File: config.mk
export PLATFORM = sky130hd
export DESIGN_NAME = ddr_rd_calib
export DESIGN_NICKNAME = d
export VERILOG_FILES = /design/src/rtl/ddr_rd_calib.sv
export SDC_FILE = /design/constraint.sdc
export NUM_CORES = 1
export LEC_CHECK = 0
export CAP_MARGIN = 0
export CORE_ASPECT_RATIO = 1.2
export CORE_UTILIZATION = 35
export DETAILED_ROUTE_END_ITERATION = 6
export GPL_ROUTABILITY_DRIVEN = 1
export GPL_TIMING_DRIVEN = 0
export SYNTH_ARGS = -nofsm -noshare
export SYNTH_HDL_FRONTEND = slang
export SYNTH_SLANG_ARGS = --single-unit
File: constraint.sdc
create_clock -name clock -period 5.1 [get_ports clock]
set_input_delay 0.765 -clock clock [delete_from_list [all_inputs] [get_ports clock]]
set_output_delay 0.765 -clock clock [all_outputs]
set_load 0.05 [all_outputs]
File: src/rtl/ddr_rd_calib.sv
// Per-lane read-capture calibration: sweeps the IOB SHIFT code, checks each
// setting against a training pattern and locks to the centre of the first passing window.
module ddr_rd_calib #(
  parameter int               LANES   = 2,
  parameter int               LBITS   = 16,
  parameter int               SHIFTS  = 4,
  parameter int               SBITS   = 2,
  parameter int               SETTLE  = 4,
  parameter int               MATCH   = 8,
  parameter int               TIMEOUT = 32,
  parameter logic [LBITS-1:0] PATTERN = 16'hA55A
) (
  input  logic                     clock,
  input  logic                     reset_n,
  input  logic                     cal_start_i,
  output logic                     cal_busy_o,
  output logic                     cal_done_o,
  output logic                     cal_fail_o,
  output logic [LANES-1:0]         lane_lock_o,
  output logic [LANES*SBITS-1:0]   shift_o,
  input  logic                     rd_valid_i,
  input  logic [LANES*LBITS-1:0]   rd_data_i
);

  localparam int SCW = $clog2(SETTLE + 1);
  localparam int MCW = $clog2(MATCH + 1);
  localparam int TCW = $clog2(TIMEOUT + 1);

  localparam logic [SCW-1:0]   SETTLE_LAST = SCW'(SETTLE - 1);
  localparam logic [MCW-1:0]   MATCH_LAST  = MCW'(MATCH - 1);
  localparam logic [TCW-1:0]   TO_LAST     = TCW'(TIMEOUT - 1);
  localparam logic [SBITS-1:0] SHIFT_LAST  = SBITS'(SHIFTS - 1);
  localparam logic [SCW-1:0]   S_ONE       = SCW'(1);
  localparam logic [MCW-1:0]   M_ONE       = MCW'(1);
  localparam logic [TCW-1:0]   T_ONE       = TCW'(1);
  localparam logic [SBITS-1:0] SH_ONE      = SBITS'(1);

  typedef enum logic [2:0] {
    S_IDLE   = 3'd0,
    S_SETTLE = 3'd1,
    S_CHECK  = 3'd2,
    S_NEXT   = 3'd3,
    S_LOCK   = 3'd4,
    S_FAIL   = 3'd5
  } lane_state_t;

  logic                   r_busy;
  logic                   r_done;
  logic                   r_fail;
  logic                   w_start;
  logic [LANES-1:0]       w_term;
  logic [LANES-1:0]       w_lfail;
  logic [LANES-1:0]       w_lock;
  logic [LANES*SBITS-1:0] w_shift;

  assign w_start = cal_start_i & ~r_busy;

  for (genvar g = 0; g < LANES; g++) begin : g_lane
    lane_state_t      r_state;
    logic [SBITS-1:0] r_shift;
    logic [SBITS-1:0] r_first;
    logic [SBITS-1:0] r_last;
    logic             r_open;
    logic             r_pass;
    logic             r_lock;
    logic [SCW-1:0]   r_scnt;
    logic [MCW-1:0]   r_mcnt;
    logic [TCW-1:0]   r_tcnt;

    logic             w_hit;
    logic             w_close;
    logic             w_finish;
    logic             w_rec;
    logic [SBITS-1:0] w_first_n;
    logic [SBITS-1:0] w_last_n;
    logic [SBITS:0]   w_sum;
    logic [SBITS-1:0] w_centre;

    assign w_hit = (rd_data_i[g*LBITS +: LBITS] == PATTERN);

    // Window bookkeeping for the NEXT step; the sum is one bit wider so the centre floors correctly
    always_comb begin
      w_close   = r_open & ~r_pass;
      w_finish  = w_close | (r_shift == SHIFT_LAST);
      w_rec     = r_open | r_pass;
      w_first_n = r_first;
      w_last_n  = r_last;
      if (r_pass) begin
        w_last_n = r_shift;
        if (!r_open) begin
          w_first_n = r_shift;
        end else begin
          w_first_n = r_first;
        end
      end else begin
        w_last_n = r_last;
      end
      w_sum    = {1'b0, w_first_n} + {1'b0, w_last_n};
      w_centre = w_sum[SBITS:1];
    end

    // Lane sweep FSM: a mismatch or a full match run beats a same-cycle timeout
    always_ff @(posedge clock or negedge reset_n) begin
      if (!reset_n) begin
        r_state <= S_IDLE;
        r_shift <= '0;
        r_first <= '0;
        r_last  <= '0;
        r_open  <= 1'b0;
        r_pass  <= 1'b0;
        r_lock  <= 1'b0;
        r_scnt  <= '0;
        r_mcnt  <= '0;
        r_tcnt  <= '0;
      end else if (w_start) begin
        r_state <= S_SETTLE;
        r_shift <= '0;
        r_first <= '0;
        r_last  <= '0;
        r_open  <= 1'b0;
        r_pass  <= 1'b0;
        r_lock  <= 1'b0;
        r_scnt  <= '0;
        r_mcnt  <= '0;
        r_tcnt  <= '0;
      end else begin
        case (r_state)
          S_IDLE, S_LOCK, S_FAIL: begin
            r_state <= r_state;
          end
          S_SETTLE: begin
            if (r_scnt == SETTLE_LAST) begin
              r_scnt  <= '0;
              r_mcnt  <= '0;
              r_tcnt  <= '0;
              r_state <= S_CHECK;
            end else begin
              r_scnt <= r_scnt + S_ONE;
            end
          end
          S_CHECK: begin
            if (rd_valid_i && !w_hit) begin
              r_pass  <= 1'b0;
              r_state <= S_NEXT;
            end else if (rd_valid_i && (r_mcnt == MATCH_LAST)) begin
              r_pass  <= 1'b1;
              r_state <= S_NEXT;
            end else if (r_tcnt == TO_LAST) begin
              r_pass  <= 1'b0;
              r_state <= S_NEXT;
            end else begin
              r_tcnt <= r_tcnt + T_ONE;
              if (rd_valid_i) begin
                r_mcnt <= r_mcnt + M_ONE;
              end
            end
          end
          S_NEXT: begin
            r_first <= w_first_n;
            r_last  <= w_last_n;
            r_open  <= w_rec;
            r_scnt  <= '0;
            if (!w_finish) begin
              r_shift <= r_shift + SH_ONE;
              r_state <= S_SETTLE;
            end else if (w_rec) begin
              r_shift <= w_centre;
              r_lock  <= 1'b1;
              r_state <= S_LOCK;
            end else begin
              r_shift <= '0;
              r_state <= S_FAIL;
            end
          end
          default: begin
            r_state <= S_IDLE;
          end
        endcase
      end
    end

    assign w_term[g]                  = (r_state == S_LOCK) || (r_state == S_FAIL);
    assign w_lfail[g]                 = (r_state == S_FAIL);
    assign w_lock[g]                  = r_lock;
    assign w_shift[g*SBITS +: SBITS]  = r_shift;
  end

  // Global status: done/fail are latched on the first cycle every lane has settled
  always_ff @(posedge clock or negedge reset_n) begin
    if (!reset_n) begin
      r_busy <= 1'b0;
      r_done <= 1'b0;
      r_fail <= 1'b0;
    end else if (w_start) begin
      r_busy <= 1'b1;
      r_done <= 1'b0;
      r_fail <= 1'b0;
    end else if (r_busy && (&w_term)) begin
      r_busy <= 1'b0;
      r_done <= 1'b1;
      r_fail <= |w_lfail;
    end else begin
      r_busy <= r_busy;
    end
  end

  assign cal_busy_o  = r_busy;
  assign cal_done_o  = r_done;
  assign cal_fail_o  = r_fail;
  assign lane_lock_o = w_lock;
  assign shift_o     = w_shift;

endmodule

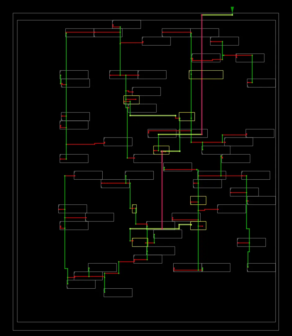
**Above:** clock wiring as the flow saved it.
final worst clock skew: 0.00485 ns
TritonCTS Buffers: 5
flip-flops: 53

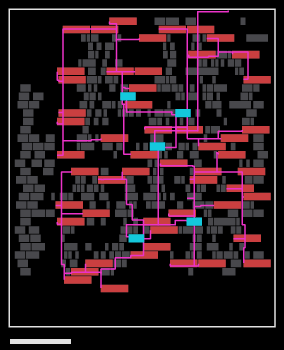
**Above:** clock distribution.
Bar = 20 um.
cells driving clock nets: in cyan, count 5. clock wires: in magenta, length 718 um. flip-flops: in red, count 53.
Position of the flops: spread over the die. There are 6 routed clock nets.

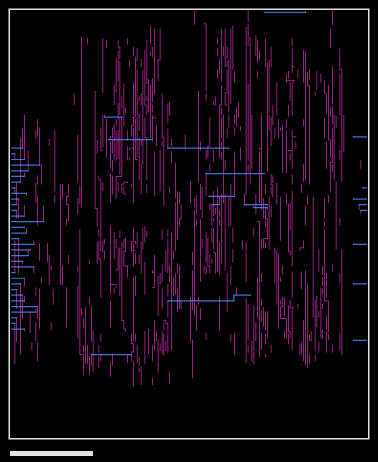
**Above:** routed metal, one color a layer.
Bar = 20 um. Two of the layers only.
met3: in blue, wire length 220 um. met2: in magenta, wire length 3170 um.
final wirelength: 6520 um
DR vias: 2533
total track usage: 15.9%
drt wl/cell: 13.4 um

==> results_dict.tcl <==
# collected from the flow reports
set metrics [dict create \
    outcome "finished, final reports clean" \
    rows 36 \
    critPathSlowestCell "or4_4" \
    fp.dieW_um 86.1 \
    ir_drop_mv 0.124 \
    async_flop_share_pct 100 \
    crit_fanout 10 \
    grt_use_met2_pct 27.7 \
    layout_min_cycle_time_ns 2.57 \
    via_per_inst 5.22 \
    hold-worst-slack_ns 0.462 \
    lay_top_cells "dfrtp_1, clkdlybuf4s50_1, nand2_1, nor2_1, a21oi_1" \
    setup-tns-final_ns 0 \
    syn_avg_cell_area_um2 9.34 \
    drt_iter0_drc 102 \
    dp_slack_ns 2.21 \
    place_hpwl_um 4750 \
    antenna_found_initial 0 \
    hold_violations 0 \
    clk_pin_slew_ns 0.10 \
    mux_share_pct 4.46 \
    io_pins 45 \
    startpoint_type "input pin" \
    synthXorXnorAreaFrac_pct 0.295 \
    grt_first_pass_wirelength_um 11200 \
    grt_use_met1_pct 20.6 \
    clock-sinks 53 \
    fin_cells 485 \
    critPathRequiredTime_ns 5.35 \
    post_cts_resized 0 \
    drv_slew 0 \
    fill_cells 809 \
    synth.logic.top_family "simple AND/OR/NAND/NOR gates" \
    worst_skew_pair.late_latency_ns 0.31 \
    maxCapViolCount 0 \
    final_nets 416 \
    power_density_mw_per_mm2 449 \
    slowest_delay_ns 0.58 \
    netlist_area_mm2 0.00297 \
    postCtsHoldBufs 0 \
    grt_pass1_vias 2429 \
    path_cells "clkdlybuf4s50_1 -> and4bb_2 -> a41oi_1 -> or4_4 -> buf_6 -> or3b_1 -> nand2_1" \
    synthToLayoutAreaGrowth_pct 24.0 \
    ys_seq_share_pct 44.6 \
    layout_setup_ws_ns 2.53 \
    crit_path_end_kind "flop" \
    synth.area.top_cells "dfrtp_1, nand2_1, nor2_1" \
    grt_max_degree 28 \
    chipArea_mm2 0.00886 \
    tool_warnings 26 \
    die_h_um 103 \
    p_leak_uw 0.00159 \
    initCoreUtil_pct 36.2 \
    regMostFlops "g_lane.r_tcnt" \
    tightest_slew_ns 0.621 \
    drive_above_1_share_pct 5.66 \
    gp_congestion 0.764 \
    cts_setup_buffers 0 \
    top_cell "dfrtp_1" \
    drt-pass1-iter-count 4 \
    biggestRegsByFlops "g_lane.r_tcnt: 12 flops, g_lane.r_mcnt: 8 flops" \
    relSlewSlack_pct 58.6 \
    rsz0062_at_grt "false" \
    critPathKind "input pin to flop" \
    ys_area_mm2 0.00297 \
    worstPathArrival_ns 2.82 \
    synthDistinctLibCells 52 \
    ctsHtreeMaxLevel 2 \
    hold_path.class "input pin to asynchronous set/reset pin" \
    diodes 0 \
    ys_sh_adder_pct 4.72 \
    yosys_most_used_dff "dfrtp_1" \
    portBuffers 44 \
    ctsRootBufferMaster "clkbuf_8" \
    synth-edff-count 0 \
    finalClockPeriodUsage_pct 50.4 \
    yosys_warnings 0 \
    layout_top_cell "dfrtp_1" \
    numSynthFlops 53 \
    largest_register_ffs 12 \
    tritoncts "done" \
    top_area_share_pct 44.6 \
    place_inst 477 \
    busiest_layer "met2" \
    clockBufferDepth 2 \
    yosysTopAreaCell "dfrtp_1" \
    yosys.area_share.simple_pct 24.3 \
    drtAntennaViolNets 0 \
    synth.net_count 364 \
    core_area_mm2 0.00820 \
    yosys_cells 318 \
    seq_area_mm2 0.00133 \
    fin_util_pct 45.0 \
    grt_util_met3_pct 2.32 \
    netlist_instances 318 \
    fmax_mhz 389 \
    setup_viol 0 \
    grt_overflow 0 \
    synthAoiAreaFrac_pct 17.8 \
    comb_area_mm2 0.00153 \
    drc 0 \
    common_cells "dfrtp_1, nand2_1, nor2_1" \
]
-- critical path, delay by kind of cell --
kind / cells / cell delay (ns)
AND/OR/NAND/NOR: 4 / 1.32
AND-OR/OR-AND: 1 / 0.19
buffers and inverters: 2 / 0.55
-- report_power, final --
group / switching [uW] / total [uW] / internal, uW
registers: 99.8 / 631 / 531
logic: 427 / 723 / 296
clock network: 141 / 302 / 160
-- path summary, 6_finish.rpt --
check | cells after the start | endpoint | startpoint | slack, ns
setup / recovery | 7 | g_lane[0].r_tcnt[3]$_DFFE_PN0P_ | rd_data_i[11] | 2.53
hold / removal | 1 | g_lane[1].r_mcnt[0]$_DFFE_PN0P_ | reset_n | 0.46
setup reg to reg | 7 | g_lane[0].r_shift[0]$_DFFE_PN0P_ | g_lane[0].r_pass$_DFFE_PN0P_ | 2.83
hold reg to reg | 1 | g_lane[0].r_mcnt[3]$_DFFE_PN0P_ | g_lane[0].r_mcnt[3]$_DFFE_PN0P_ | 0.48
max in group asynchronous | 2 | g_lane[0].r_pass$_DFFE_PN0P_ | reset_n | 4.08
min in group clock | 1 | g_lane[0].r_mcnt[3]$_DFFE_PN0P_ | g_lane[0].r_mcnt[3]$_DFFE_PN0P_ | 0.48
-- layer usage --
metal	vias up	share of wire [%]
met2	61	49
met3	4	3.4
li1	1253	-
met1	1215	47
met5	-	0
met4	0	0.97
-- layout make-up --
type                       count  share of cell area [%]
multi-input combinational    241                    41.6
sequential                    53                    36.0
timing repair buffer          45                    12.4
tap                          114                    3.87
clock buffer                   7                    2.34
buffer                        16                    2.24
clock inverter                 1                   0.815
inverter                       8                   0.815
-- stage by stage --
stage               power (uW)  instance area [um^2]
floorplan                 1150                  2970
finish                    1660                  3690
CTS                       1670                  3690
global route              1780                  3690
global placement          1340                  3550
detailed placement        1360                  3570
Power figures rest on the tool's default switching activity, not on a simulated workload.
